Figure 1. Routed metal per tile.
17 x 17 tiles, from dark purple (low) to yellow (high), scaled to the fullest tile. Values are wire area over tile area, all layers added.
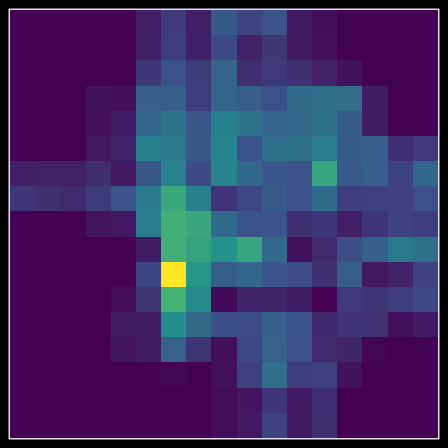
Figure 2. Sequential cells grouped by signal name.
Bar = 20 um. Other sequential cells in the stronger gray, the rest of the logic in the fainter gray.
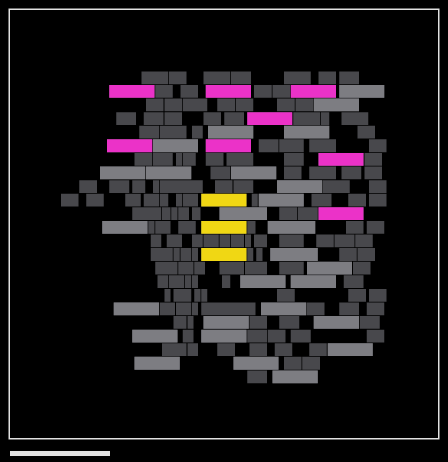
Figure 3. The clock network.
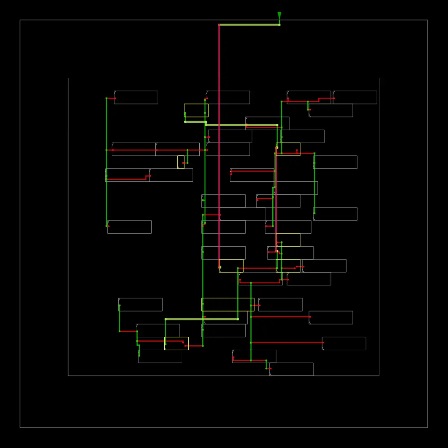
Figure 4. Routed metal, one color a layer.
Only two layers are drawn.
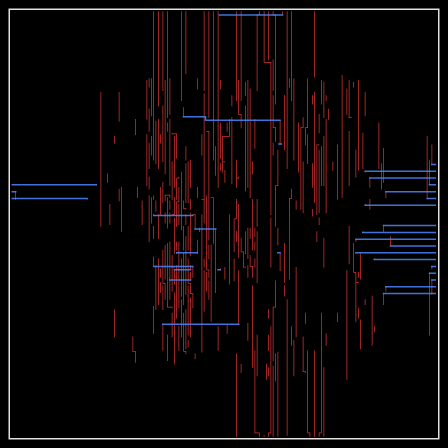
Figure 5. Cell area per tile.
Bar = 20 um. 9 x 9 tiles, from dark purple (low) to yellow (high), 0 to 100% covered.
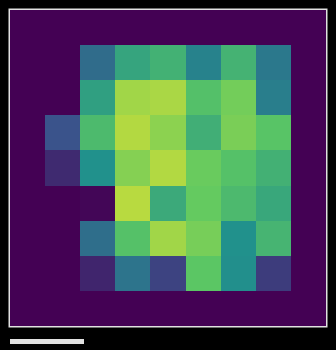
`src/rtl/rtc_bus_pkg.sv`:
```
// rtc_bus_pkg
//   Shared definitions for the RTC bus responder:
//   - state_t        : responder FSM state encoding
//   - DEFAULT_T_STB  : default strobe-low length per phase, in clocks
//   - DEFAULT_T_REC  : default recovery length after each strobe, in clocks
//   - RTC_ADDR_*     : RTC register addresses used by the user-control block
//   - timer_width()  : phase-counter width for a given T_STB/T_REC pair
package rtc_bus_pkg;

  typedef enum logic [2:0] {
    ST_IDLE     = 3'd0,
    ST_A_STB    = 3'd1,
    ST_A_REC    = 3'd2,
    ST_D_STB    = 3'd3,
    ST_D_REC    = 3'd4,
    ST_DONE     = 3'd5,
    ST_WAIT_REL = 3'd6
  } state_t;

  localparam int DEFAULT_T_STB = 4;
  localparam int DEFAULT_T_REC = 2;

  localparam logic [7:0] RTC_ADDR_SECONDS = 8'h21;
  localparam logic [7:0] RTC_ADDR_MINUTES = 8'h22;
  localparam logic [7:0] RTC_ADDR_HOURS   = 8'h23;
  localparam logic [7:0] RTC_ADDR_DATE    = 8'h24;
  localparam logic [7:0] RTC_ADDR_MONTH   = 8'h25;
  localparam logic [7:0] RTC_ADDR_YEAR    = 8'h26;
  localparam logic [7:0] RTC_ADDR_TIMER   = 8'h33;
  localparam logic [7:0] RTC_ADDR_COMMAND = 8'hF0;

  // Width able to hold max(t_stb, t_rec); never below one bit.
  function automatic int timer_width(input int t_stb, input int t_rec);
    int t_max;
    t_max = (t_stb > t_rec) ? t_stb : t_rec;
    return (t_max < 1) ? 1 : $clog2(t_max + 1);
  endfunction

endpackage

```
`src/rtl/rtc_phase_timer.sv`:
```
// rtc_phase_timer
//   Down-counter that times every bus phase. Loading sets the count;
//   otherwise it decrements and stops at zero.
//   Ports:
//     clk        in   clock
//     rst_n      in   asynchronous active-low reset
//     load       in   load load_value this edge
//     load_value in   cycles-minus-one for the phase being entered
//     zero       out  count is zero (last cycle of the phase)
module rtc_phase_timer
  import rtc_bus_pkg::*;
#(
  parameter int T_STB = DEFAULT_T_STB,
  parameter int T_REC = DEFAULT_T_REC,
  localparam int CW = timer_width(T_STB, T_REC)
) (
  input  logic          clk,
  input  logic          rst_n,
  input  logic          load,
  input  logic [CW-1:0] load_value,
  output logic          zero
);

  logic [CW-1:0] count_reg;

  always_ff @(posedge clk or negedge rst_n) begin
    if (!rst_n) begin
      count_reg <= '0;
    end else if (load) begin
      count_reg <= load_value;
    end else if (count_reg != '0) begin
      count_reg <= count_reg - 1'b1;
    end
  end

  assign zero = (count_reg == '0);

endmodule

```
`src/rtl/rtc_bus_responder.sv`:
```
// rtc_bus_responder
//   Executes one read or write request at a time as a two-phase
//   (address, then data) cycle on the RTC multiplexed A/D bus.
//   Ports:
//     CLK        in   clock
//     reset      in   asynchronous active-low reset
//     read       in   level read request, held until fin
//     escritura  in   level write request, held until fin (wins over read)
//     ADD2       in   RTC register address, captured with the request
//     Dato_out   in   write data, captured with the request
//     Dato_in    out  last read data
//     fin        out  one-cycle transaction-done pulse
//     busy       out  high from request capture until back in IDLE
//     cs_n/rd_n/wr_n out  RTC strobes, active-low
//     ad_sel     out  0 = address phase, 1 = data phase
//     ad_out     out  bus drive value
//     ad_oe      out  bus output enable for the external tristate
//     ad_in      in   bus sample value
//   All outputs come straight from flops.
module rtc_bus_responder
  import rtc_bus_pkg::*;
#(
  parameter int T_STB = DEFAULT_T_STB,
  parameter int T_REC = DEFAULT_T_REC
) (
  input  logic       CLK,
  input  logic       reset,
  input  logic       read,
  input  logic       escritura,
  input  logic [7:0] ADD2,
  input  logic [7:0] Dato_out,
  output logic [7:0] Dato_in,
  output logic       fin,
  output logic       busy,
  output logic       cs_n,
  output logic       rd_n,
  output logic       wr_n,
  output logic       ad_sel,
  output logic [7:0] ad_out,
  output logic       ad_oe,
  input  logic [7:0] ad_in
);

  localparam int CW = timer_width(T_STB, T_REC);
  localparam logic [CW-1:0] STB_LOAD = CW'(T_STB - 1);
  localparam logic [CW-1:0] REC_LOAD = CW'(T_REC - 1);

  state_t        state_reg, state_next;
  logic [7:0]    addr_reg, data_reg;
  logic          write_reg;
  logic          capture;
  logic          timer_load;
  logic [CW-1:0] timer_value;
  logic          timer_zero;

  logic       cs_n_reg, cs_n_next;
  logic       rd_n_reg, rd_n_next;
  logic       wr_n_reg, wr_n_next;
  logic       ad_sel_reg, ad_sel_next;
  logic       ad_oe_reg, ad_oe_next;
  logic [7:0] ad_out_reg, ad_out_next;
  logic       fin_reg, fin_next;
  logic       busy_reg, busy_next;
  logic [7:0] dato_in_reg;

  rtc_phase_timer #(
    .T_STB(T_STB),
    .T_REC(T_REC)
  ) u_timer (
    .clk       (CLK),
    .rst_n     (reset),
    .load      (timer_load),
    .load_value(timer_value),
    .zero      (timer_zero)
  );

  always_ff @(posedge CLK or negedge reset) begin
    if (!reset) begin
      state_reg <= ST_IDLE;
      addr_reg  <= '0;
      data_reg  <= '0;
      write_reg <= 1'b0;
    end else begin
      state_reg <= state_next;
      if (capture) begin
        addr_reg  <= ADD2;
        data_reg  <= Dato_out;
        write_reg <= escritura;
      end
    end
  end

  always_comb begin
    state_next  = state_reg;
    capture     = 1'b0;
    timer_load  = 1'b0;
    timer_value = STB_LOAD;

    case (state_reg)
      ST_IDLE: begin
        if (read || escritura) begin
          capture     = 1'b1;
          timer_load  = 1'b1;
          timer_value = STB_LOAD;
          state_next  = ST_A_STB;
        end
      end
      ST_A_STB: begin
        if (timer_zero) begin
          timer_load  = 1'b1;
          timer_value = REC_LOAD;
          state_next  = ST_A_REC;
        end
      end
      ST_A_REC: begin
        if (timer_zero) begin
          timer_load  = 1'b1;
          timer_value = STB_LOAD;
          state_next  = ST_D_STB;
        end
      end
      ST_D_STB: begin
        if (timer_zero) begin
          timer_load  = 1'b1;
          timer_value = REC_LOAD;
          state_next  = ST_D_REC;
        end
      end
      ST_D_REC: begin
        if (timer_zero) begin
          state_next = ST_DONE;
        end
      end
      ST_DONE: begin
        state_next = ST_WAIT_REL;
      end
      ST_WAIT_REL: begin
        if (!read && !escritura) begin
          state_next = ST_IDLE;
        end
      end
      default: begin
        state_next = ST_IDLE;
      end
    endcase

    // Strobes, ad_sel and fin are registered from the current state, so
    // on the pins they trail the state by one cycle.
    cs_n_next   = !((state_reg == ST_A_STB) || (state_reg == ST_D_STB));
    wr_n_next   = !((state_reg == ST_A_STB) ||
                    ((state_reg == ST_D_STB) && write_reg));
    rd_n_next   = !((state_reg == ST_D_STB) && !write_reg);
    ad_sel_next = (state_reg == ST_D_STB) || (state_reg == ST_D_REC);
    fin_next    = (state_reg == ST_DONE);
    busy_next   = (state_next != ST_IDLE);

    // ad_oe is decoded from the next state instead, so it settles one cycle
    // ahead of any falling strobe; for writes it is held through the last
    // low cycle of wr_n and drops together with the strobe rising.
    ad_oe_next = (state_next == ST_A_STB) || (state_next == ST_A_REC) ||
                 (write_reg && ((state_next == ST_D_STB) ||
                                (state_reg == ST_D_STB)));

    // Address goes out with the capture (straight from ADD2, since the
    // latch loads on the same edge); write data replaces it as wr_n falls
    // in the data phase. Otherwise the last value is held.
    ad_out_next = ad_out_reg;
    if (capture) begin
      ad_out_next = ADD2;
    end else if ((state_reg == ST_D_STB) && write_reg) begin
      ad_out_next = data_reg;
    end
  end

  always_ff @(posedge CLK or negedge reset) begin
    if (!reset) begin
      cs_n_reg    <= 1'b1;
      rd_n_reg    <= 1'b1;
      wr_n_reg    <= 1'b1;
      ad_sel_reg  <= 1'b0;
      ad_oe_reg   <= 1'b0;
      ad_out_reg  <= '0;
      fin_reg     <= 1'b0;
      busy_reg    <= 1'b0;
      dato_in_reg <= '0;
    end else begin
      cs_n_reg   <= cs_n_next;
      rd_n_reg   <= rd_n_next;
      wr_n_reg   <= wr_n_next;
      ad_sel_reg <= ad_sel_next;
      ad_oe_reg  <= ad_oe_next;
      ad_out_reg <= ad_out_next;
      fin_reg    <= fin_next;
      busy_reg   <= busy_next;
      // Sample the bus on the edge that ends the last rd_n-low cycle.
      if (!rd_n_reg && rd_n_next) begin
        dato_in_reg <= ad_in;
      end
    end
  end

  assign cs_n    = cs_n_reg;
  assign rd_n    = rd_n_reg;
  assign wr_n    = wr_n_reg;
  assign ad_sel  = ad_sel_reg;
  assign ad_oe   = ad_oe_reg;
  assign ad_out  = ad_out_reg;
  assign fin     = fin_reg;
  assign busy    = busy_reg;
  assign Dato_in = dato_in_reg;

endmodule

```
`config.mk`:
```
export PLATFORM = sky130hd
export DESIGN_NAME = rtc_bus_responder
export DESIGN_NICKNAME = d
export VERILOG_FILES = /design/src/rtl/rtc_bus_pkg.sv /design/src/rtl/rtc_phase_timer.sv /design/src/rtl/rtc_bus_responder.sv
export SDC_FILE = /design/constraint.sdc
export NUM_CORES = 1
export LEC_CHECK = 0
export CAP_MARGIN = 20
export CORE_MARGIN = 10
export CORE_UTILIZATION = 41
export DETAILED_ROUTE_END_ITERATION = 8
export PLACE_DENSITY = 0.82
export SLEW_MARGIN = 20
export SYNTH_ARGS = -nofsm -noshare
export SYNTH_HDL_FRONTEND = slang
export SYNTH_HIERARCHICAL = 1
export SYNTH_SLANG_ARGS = --single-unit
```
`constraint.sdc`:
```
create_clock -name CLK -period 2.32 [get_ports CLK]
set_clock_uncertainty 0.1 [all_clocks]
set_input_delay 0.232 -clock CLK [delete_from_list [all_inputs] [get_ports CLK]]
set_output_delay 0.232 -clock CLK [all_outputs]
set_load 0.02 [all_outputs]
```
==> results.cfg <==
; flow metrics
[outcome]
status = finished clean

[timing]
fin_crit_ps = 2080
relSlewSlack_pct = 43.5
finalSetupViolCount = 0
setup_ws_ps = 238
setup-tns-final_ps = 0
hold_ws_ps = 407
tightest_slew_ps = 848

[synthesis]
synth-xor-area-share_pct = 0
synth_top_cell_by_count = dfrtp_1
ys_top_cells_by_area = dfrtp_1, mux2_2, mux2_4
ys.flop_type = dfrtp_1
largest_area_cell = dfrtp_1
syn_inst = 129
syn_area_per_cell_um2 = 13.7
syn_area_um2 = 1770
synth-edff-count = 0
ys_types = 36
synthDominantCellAreaShare_pct = 49.6
synthSimpleGateAreaFrac_pct = 9.84
logic_family = multiplexers
yosys.area_share.adder_pct = 1.42
aoi_share_pct = 7.08
common_cells = dfrtp_1, mux2_2, mux2_4, inv_1, nor2b_1

[worst_setup_path]
end_kind = flip-flop
r2r_cells = 8
r2r_slack_ps = 240
rr_endpoint = u_timer/count_reg[0]
cp-start-kind = flip-flop
crit_arrival_ps = 2150
critPathLaunch = u_timer/count_reg[1]
path_max_fanout = 7

[worst_hold_path]
hp-class = reg2reg
min_to = Dato_in[2]
whs_path_depth = 1

[clock_tree]
holdBufCountCts = 1
postCtsSetupRepairBufs = 0
cts.sinks = 38
cts_buffer_depth = 2

[place]
place_hpwl_mm = 3.04
numPortBuffers = 50
dp_worst_setup_slack_ps = 147

[final_layout]
final_area_um2 = 2420
buf_share_pct = 21.2
logic_area_um2 = 746
fill_cells = 329
n_antenna_cell = 0

[grt]
use_met3_pct = 3.12
grt_pass1_vias = 1341
grt_util_met2_pct = 20.5
grt_pass1_wl_mm = 6.58
met1_usage_pct = 11.1
antenna_found_initial = 0
overflow = 0

[pwr]
p_seq_share_pct = 35.3
p_comb_share_pct = 48.9
clkPwrFrac_pct = 15.8
power_density_nw_per_um2 = 1500
p_sw_uw = 1270

[detailed_routing]
drtAntennaViolNets = 0
first_pass_iters = 4
drtIter0Drc = 58
drc = 0
vias_per_cell = 5.20

[die]
die_y_um = 85.6
die_x_um = 85.6
dieArea_um2 = 7340
num_io_pins = 51
row_count = 23
About Figure 1:
emptiest ninth of the die = lower left
nearly empty tiles = 36%
mean over tiles = 0.089
total track usage: 11.2%
DR WL/cell: 17.5 um
vias: 1217

About Figure 2:
`ad_out` -> magenta  # flops 8
`state_reg` -> yellow  # flops 3
not colored = 27
Power Sequential: 1280 uW
flop share of the area: 39.4%
utilization after layout: 59.3%

About Figure 3:
clock buf count: 7
CTS Buf Count: 5

About Figure 4:
met2 -> red  # wire length 2230 um
met3 -> blue  # wire length 267 um
total routed wirelength: 4.10 mm

About Figure 5:
fullest tile = 89%
tiles over 75% full = 16%
mean over tiles = 32%
Initial Util: 43.2%
Core ar.: 4090 um2

## placed cells by master (no fill, tap or decap), types with 2 or more instances in the layout
master and count:
nor2b_1 5, dfrtp_1 35, nor2_1 4, nand2_1 3
a311oi_1 2, ha_1 2, mux2_4 10, or2b_1 2
o21ai_0 4, conb_1 2, clkbuf_8 6, nor4b_1 2
clkdlybuf4s50_1 49, mux2_2 23, inv_1 8, dfstp_2 3
## worst max-delay path, stage by stage (launching register included)
cell	delay, ps
dfrtp_1	400
inv_1	100
ha_1	200
nand2b_1	110
inv_1	190
nor2_1	90
nor3_2	360
nor2b_1	100
a221oi_1	320
Power is estimated from default activity; no workload was simulated.
